## src/rtl/io_port_if.sv

```systemverilog
// io_port_if: groups the processor-side strobes, the outbound and inbound
// valid/ready streams, and the sticky error flags of io_port_unit.
//   master : the environment (control unit, external peer, error clear)
//   slave  : io_port_unit itself
// Signals:
//   OutputWrite/OutData : push a word into the TX FIFO
//   InputRead/InData    : pop the RX FIFO head (InData is 0 when empty)
//   InAvail/OutFull     : RX non-empty / TX full status
//   ext_tx_*            : outbound stream (unit is the source)
//   ext_rx_*            : inbound stream (unit is the sink)
//   OverflowErr/UnderflowErr/err_clear : sticky error flags and their clear
interface io_port_if #(
  parameter int WIDTH = 16
);
  logic             OutputWrite;
  logic [WIDTH-1:0] OutData;
  logic             InputRead;
  logic [WIDTH-1:0] InData;
  logic             InAvail;
  logic             OutFull;
  logic [WIDTH-1:0] ext_tx_data;
  logic             ext_tx_valid;
  logic             ext_tx_ready;
  logic [WIDTH-1:0] ext_rx_data;
  logic             ext_rx_valid;
  logic             ext_rx_ready;
  logic             OverflowErr;
  logic             UnderflowErr;
  logic             err_clear;

  modport master (
    output OutputWrite, OutData, InputRead, ext_tx_ready,
           ext_rx_data, ext_rx_valid, err_clear,
    input  InData, InAvail, OutFull, ext_tx_data, ext_tx_valid,
           ext_rx_ready, OverflowErr, UnderflowErr
  );

  modport slave (
    input  OutputWrite, OutData, InputRead, ext_tx_ready,
           ext_rx_data, ext_rx_valid, err_clear,
    output InData, InAvail, OutFull, ext_tx_data, ext_tx_valid,
           ext_rx_ready, OverflowErr, UnderflowErr
  );
endinterface

```

## src/rtl/io_port_unit.sv

```systemverilog
// io_port_unit: I/O responder for the control unit's `in`/`out` instructions.
// A TX FIFO buffers words written by `out` and streams them to an external
// sink; an RX FIFO collects words from an external source and presents its
// head to the register-file write mux for `in`.
// Ports:
//   CLK     : system clock, rising edge
//   Reset_n : asynchronous active-low reset
//   bus     : io_port_if slave modport (strobes, streams, status, errors)
module io_port_unit #(
  parameter int WIDTH = 16,
  parameter int DEPTH = 4,
  parameter int PTR_W = 2
) (
  input  logic        CLK,
  input  logic        Reset_n,
  io_port_if.slave    bus
);

  localparam logic [PTR_W:0] FULL_CNT = (PTR_W + 1)'(DEPTH);

  // TX FIFO state
  logic [WIDTH-1:0] txMem [DEPTH];
  logic [PTR_W-1:0] txWrPtr, txRdPtr;
  logic [PTR_W:0]   txCount;

  // RX FIFO state
  logic [WIDTH-1:0] rxMem [DEPTH];
  logic [PTR_W-1:0] rxWrPtr, rxRdPtr;
  logic [PTR_W:0]   rxCount;

  logic overflowQ, underflowQ;

  logic txValid, txFull, txPop, txPush, txDrop;
  logic rxAvail, rxReady, rxPush, rxPop, rxUnder;

  // Status decoded from registered counts only.
  assign txValid = (txCount != '0);
  assign txFull  = (txCount == FULL_CNT);
  assign rxAvail = (rxCount != '0);
  // Held low while reset is asserted even though the count is already 0.
  assign rxReady = Reset_n && (rxCount != FULL_CNT);

  assign txPop   = txValid && bus.ext_tx_ready;
  // A full FIFO still accepts a word when the head leaves in the same cycle.
  assign txPush  = bus.OutputWrite && (!txFull || txPop);
  assign txDrop  = bus.OutputWrite && txFull && !txPop;

  assign rxPush  = bus.ext_rx_valid && rxReady;
  assign rxPop   = bus.InputRead && rxAvail;
  // No bypass: a read on an empty FIFO underflows even if a word arrives now.
  assign rxUnder = bus.InputRead && !rxAvail;

  assign bus.ext_tx_valid = txValid;
  assign bus.ext_tx_data  = txValid ? txMem[txRdPtr] : '0;
  assign bus.OutFull      = txFull;
  assign bus.InAvail      = rxAvail;
  assign bus.InData       = rxAvail ? rxMem[rxRdPtr] : '0;
  assign bus.ext_rx_ready = rxReady;
  assign bus.OverflowErr  = overflowQ;
  assign bus.UnderflowErr = underflowQ;

  // Storage arrays carry no reset; pointers and counts define validity.
  always_ff @(posedge CLK) begin
    if (txPush) txMem[txWrPtr] <= bus.OutData;
    if (rxPush) rxMem[rxWrPtr] <= bus.ext_rx_data;
  end

  always_ff @(posedge CLK or negedge Reset_n) begin
    if (!Reset_n) begin
      txWrPtr <= '0;
      txRdPtr <= '0;
      txCount <= '0;
    end else begin
      // Pointers wrap naturally because DEPTH is a power of two.
      if (txPush) txWrPtr <= txWrPtr + 1'b1;
      if (txPop)  txRdPtr <= txRdPtr + 1'b1;
      case ({txPush, txPop})
        2'b10:   txCount <= txCount + 1'b1;
        2'b01:   txCount <= txCount - 1'b1;
        default: txCount <= txCount;
      endcase
    end
  end

  always_ff @(posedge CLK or negedge Reset_n) begin
    if (!Reset_n) begin
      rxWrPtr <= '0;
      rxRdPtr <= '0;
      rxCount <= '0;
    end else begin
      if (rxPush) rxWrPtr <= rxWrPtr + 1'b1;
      if (rxPop)  rxRdPtr <= rxRdPtr + 1'b1;
      case ({rxPush, rxPop})
        2'b10:   rxCount <= rxCount + 1'b1;
        2'b01:   rxCount <= rxCount - 1'b1;
        default: rxCount <= rxCount;
      endcase
    end
  end

  // Sticky error flags: a new event outranks a simultaneous clear.
  always_ff @(posedge CLK or negedge Reset_n) begin
    if (!Reset_n) begin
      overflowQ  <= 1'b0;
      underflowQ <= 1'b0;
    end else begin
      if (txDrop)             overflowQ <= 1'b1;
      else if (bus.err_clear) overflowQ <= 1'b0;

      if (rxUnder)            underflowQ <= 1'b1;
      else if (bus.err_clear) underflowQ <= 1'b0;
    end
  end

endmodule

```

## src/flat_wrapper.sv

```systemverilog
// flat-port wrapper written by rule: the top's interface ports become plain ports
module io_port_unit_flat 
#(
  parameter int WIDTH = 16,
  parameter int DEPTH = 4,
  parameter int PTR_W = 2
)
  (CLK, Reset_n, bus_OutputWrite, bus_OutData, bus_InputRead, bus_ext_tx_ready, bus_ext_rx_data, bus_ext_rx_valid, bus_err_clear, bus_InData, bus_InAvail, bus_OutFull, bus_ext_tx_data, bus_ext_tx_valid, bus_ext_rx_ready, bus_OverflowErr, bus_UnderflowErr);
  io_port_if #(.WIDTH(WIDTH)) bus_i ();
  input  logic CLK;
  input  logic Reset_n;
  input wire logic [$bits(bus_i.OutputWrite)-1:0] bus_OutputWrite;
  input wire logic [$bits(bus_i.OutData)-1:0] bus_OutData;
  input wire logic [$bits(bus_i.InputRead)-1:0] bus_InputRead;
  input wire logic [$bits(bus_i.ext_tx_ready)-1:0] bus_ext_tx_ready;
  input wire logic [$bits(bus_i.ext_rx_data)-1:0] bus_ext_rx_data;
  input wire logic [$bits(bus_i.ext_rx_valid)-1:0] bus_ext_rx_valid;
  input wire logic [$bits(bus_i.err_clear)-1:0] bus_err_clear;
  output wire logic [$bits(bus_i.InData)-1:0] bus_InData;
  output wire logic [$bits(bus_i.InAvail)-1:0] bus_InAvail;
  output wire logic [$bits(bus_i.OutFull)-1:0] bus_OutFull;
  output wire logic [$bits(bus_i.ext_tx_data)-1:0] bus_ext_tx_data;
  output wire logic [$bits(bus_i.ext_tx_valid)-1:0] bus_ext_tx_valid;
  output wire logic [$bits(bus_i.ext_rx_ready)-1:0] bus_ext_rx_ready;
  output wire logic [$bits(bus_i.OverflowErr)-1:0] bus_OverflowErr;
  output wire logic [$bits(bus_i.UnderflowErr)-1:0] bus_UnderflowErr;
  assign bus_i.OutputWrite = bus_OutputWrite;
  assign bus_i.OutData = bus_OutData;
  assign bus_i.InputRead = bus_InputRead;
  assign bus_i.ext_tx_ready = bus_ext_tx_ready;
  assign bus_i.ext_rx_data = bus_ext_rx_data;
  assign bus_i.ext_rx_valid = bus_ext_rx_valid;
  assign bus_i.err_clear = bus_err_clear;
  assign bus_InData = bus_i.InData;
  assign bus_InAvail = bus_i.InAvail;
  assign bus_OutFull = bus_i.OutFull;
  assign bus_ext_tx_data = bus_i.ext_tx_data;
  assign bus_ext_tx_valid = bus_i.ext_tx_valid;
  assign bus_ext_rx_ready = bus_i.ext_rx_ready;
  assign bus_OverflowErr = bus_i.OverflowErr;
  assign bus_UnderflowErr = bus_i.UnderflowErr;
  io_port_unit #(.WIDTH(WIDTH), .DEPTH(DEPTH), .PTR_W(PTR_W)) u_core (.CLK(CLK), .Reset_n(Reset_n), .bus(bus_i));
endmodule
```

## config.mk

```make
export PLATFORM = sky130hd
export DESIGN_NAME = io_port_unit_flat
export DESIGN_NICKNAME = d
export VERILOG_FILES = /design/src/rtl/io_port_if.sv /design/src/rtl/io_port_unit.sv /design/src/flat_wrapper.sv
export SDC_FILE = /design/constraint.sdc
export NUM_CORES = 1
export LEC_CHECK = 0
export CAP_MARGIN = 20
export CELL_PAD_IN_SITES_DETAIL_PLACEMENT = 0
export CELL_PAD_IN_SITES_GLOBAL_PLACEMENT = 2
export CORE_MARGIN = 2
export CORE_UTILIZATION = 37
export CTS_CLUSTER_SIZE = 10
export DETAILED_ROUTE_END_ITERATION = 16
export PLACE_DENSITY = 0.79
export SYNTH_ARGS = -nofsm -noshare
export SYNTH_HDL_FRONTEND = slang
export SYNTH_SLANG_ARGS = --single-unit
```

## constraint.sdc

```tcl
create_clock -name CLK -period 2.09 [get_ports CLK]
set_input_delay 0.5225 -clock CLK [delete_from_list [all_inputs] [get_ports CLK]]
set_output_delay 0.5225 -clock CLK [all_outputs]
set_load 0.005 [all_outputs]
```

==> reports/metrics.cfg <==
[logic_synthesis]
fp_nets=352
synthAdderAreaFrac_pct=2.61
synth_area_sq_mm=0.00585
ys_sh_xor_pct=1.65
synthAoiAreaFrac_pct=1.77
simple_gate_share_pct=6.11
yosys_warnings=0
muxShareOfSynthArea_pct=12.9
synthFlopType=edfxtp_1
postSynthSeqShare_pct=72.5
synthTopLogicFamily=multiplexers
yosysCellCount=302
synthCells=302
syn-mean-instance-area_sq_um=19.4
edf_count=128
ys.flops=144
ys_types=39

[sta]
period_minus_slack_ns=2.43
worstMarginPinSlew_ns=0.475
report.final.slew_viol_count=0
setup-violations-final=35
setup_tns_ns=-6.86
slew_headroom_pct=68.3
finalWorstSetupSlack_ns=-0.342
fmax_mhz=411
rsz0062_at_grt=true
finalCritPeriodShare_pct=116
hold_ws_ns=0.292
fin_worst_skew_ns=0.0102
finalHoldViolCount=0

[layout]
lay_top_count=edfxtp_1
clkCellAreaFrac_pct=8.48
top_regs=u_core.rxMem x64, u_core.txMem x64
sh_seq_area_pct=51.6
drive_above_1_share_pct=43.5
inv_count=16
logic_area_sq_mm=0.00160
largestClassByArea=registers
finalNonFillerCells=657
comb_cells=130
lay_top_cells=128 x edfxtp_1, 42 x buf_6, 39 x clkdlybuf4s50_1
n_clock_buffer=20
fin_nets=483
nonClkBufAreaFrac_pct=16.5
comb_share_pct=19.5
areaGrowthSynthToFinish_pct=40.6
nNonClkBuffers=124
stdcell_area_sq_mm=0.00823
fillCellCount=1219

[power_and_ir_drop]
p_switching_w=0.00320
p_seq_w=0.00394
powerDensity_mw_per_mm2=1530
clk-power_w=0.00355
seq_power_share_pct=31.3
ir_worst_vdd_mv=0.897
power_frac_clock_pct=28.2
powerComb_w=0.00509
p_comb_share_pct=40.4
total_power_w=0.0126
p_leak_nw=3.03
swShare_pct=25.4
internal_power_w=0.00938

[clock_network]
insertion_delay_ns=0.42
postCtsSetupBuffers=16
cts.clk_slew.worst_paths_ns=0.06
cts_sinks=144
hold_buffers=0
clockBufferDepth=2
cts.htree.levels=4
cts_resized=210
numCtsBuffers=17
cts_root_buffer=clkbuf_16

[placed_design]
place_area_sq_mm=0.00709
place_inst=597
io_buffers=76

[critical_path]
crit_path_max_fanout=3
crit_chain=buf_12 -> buf_12 -> buf_6 -> mux4_2 -> and2_4 -> buf_6
critical_path.endpoint_type=output pin
r2r-start=u_core.txCount[0]$_DFFE_PN0P_
r2r-end=u_core.txCount[1]$_DFFE_PN0P_
cpPeakStageDelay_ns=0.44
crit_path_top_delay_cell=dfrtp_2
crit_path_end=bus_InData[6]
ff2ff_path_depth=7
cp.required_ns=1.57
r2r_slack_ns=-0.02
crit_start=u_core.rxRdPtr[0]$_DFFE_PN0P_
path_class=register to output pin
cp.depth=6
cp_num_buf_inv=4
arrival_ns=1.91

[global_route]
grt_pass1_wl_um=18400
grtUsageMet2_pct=25.1
met3_usage_pct=5.49
top_usage_layer=met2
grt_overflow=0
grtUsageTotal_pct=15.2
grt_start_max_net_pins=18
met1_usage_pct=18.6
antenna_found_initial=0

[floorplan]
nWellTaps=211
io_pins=77
fp.dieArea_sq_mm=0.0168
die_h_um=130
core-area_sq_mm=0.0153

[detailed_routing]
num_vias=3131
vias_per_cell=4.77
drc=0
ant_nets=0
drt_first_pass_iters=5
avgRoutedWirePerCell_um=18.0
drtIter0Drc=129

[job]
cap_violations=0

[run_status]
status=complete, but fails checks
violations=negative setup slack

[min_path]
hold_path.class=input port to asynchronous set/reset pin

==> worst reg2reg max path: cells and delay by family (launching register included) <==
family / cells / cell delay, ns
flip-flops: 1 / 0.40
adder cells (fa/ha/maj): 1 / 0.45
AND/OR/NAND/NOR: 2 / 0.54
buffers and inverters: 1 / 0.13
AND-OR/OR-AND: 3 / 0.51
==> synthesized netlist by cell type (2+ instances only) <==
| library cell | count | share of area [%] |
|---|---|---|
| and2_1 | 37 | 4.0 |
| and2_2 | 4 | 0.51 |
| buf_2 | 3 | 0.26 |
| buf_4 | 3 | 0.38 |
| buf_6 | 2 | 0.38 |
| clkbuf_1 | 5 | 0.32 |
| dfrtp_1 | 16 | 6.8 |
| edfxtp_1 | 128 | 66 |
| fa_1 | 2 | 0.68 |
| ha_1 | 9 | 1.9 |
| inv_1 | 16 | 1.0 |
| mux4_2 | 32 | 12 |
| nand2_1 | 2 | 0.13 |
| nand3_1 | 4 | 0.34 |
| nor2_1 | 4 | 0.26 |
| o21ai_0 | 2 | 0.17 |
| o32ai_1 | 2 | 0.30 |
| xnor2_1 | 6 | 0.90 |
| xor2_1 | 5 | 0.75 |
==> routing by layer <==
metal	part of all wire, %	routed length [um]
met5	0	0
met4	1.1	131
met3	5.6	660
met2	51	6050
met1	42	4960
==> stage by stage <==
stage	setup slack [ns]	utilization, %
after floorplan	0.0391	-
after global placement	-0.289	46.3
after detailed placement	-0.324	46.3
after CTS	-0.406	53.4
after global routing	-0.404	53.8
final	-0.342	53.8
==> cells by family after synthesis <==
kind of cell	Yosys count
AOI/OAI and AO/OA	13
DFF	144
adders and majority gates	11
muxes	35
buffers and inverters	30
and+or+nand+nor	58
xor gates and xnor gates	11
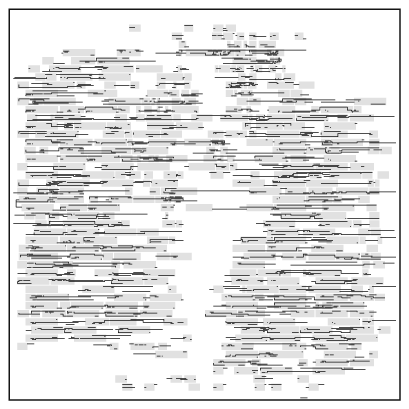
*Met1 routing*
Scale: 3 px per um.
nets with wire on the layer: 429
main direction: horizontal
longest straight run: 42.3 um

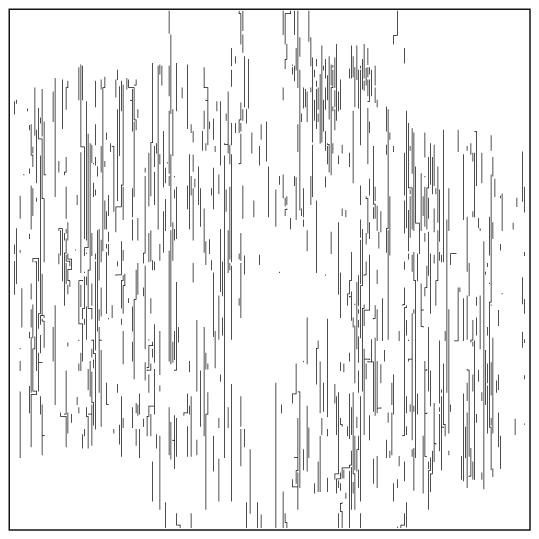
*Metal 2*
Scale: 4 px per um.
main direction: vertical
nets with wire on the layer: 425
wire length on this layer: 6,050 um

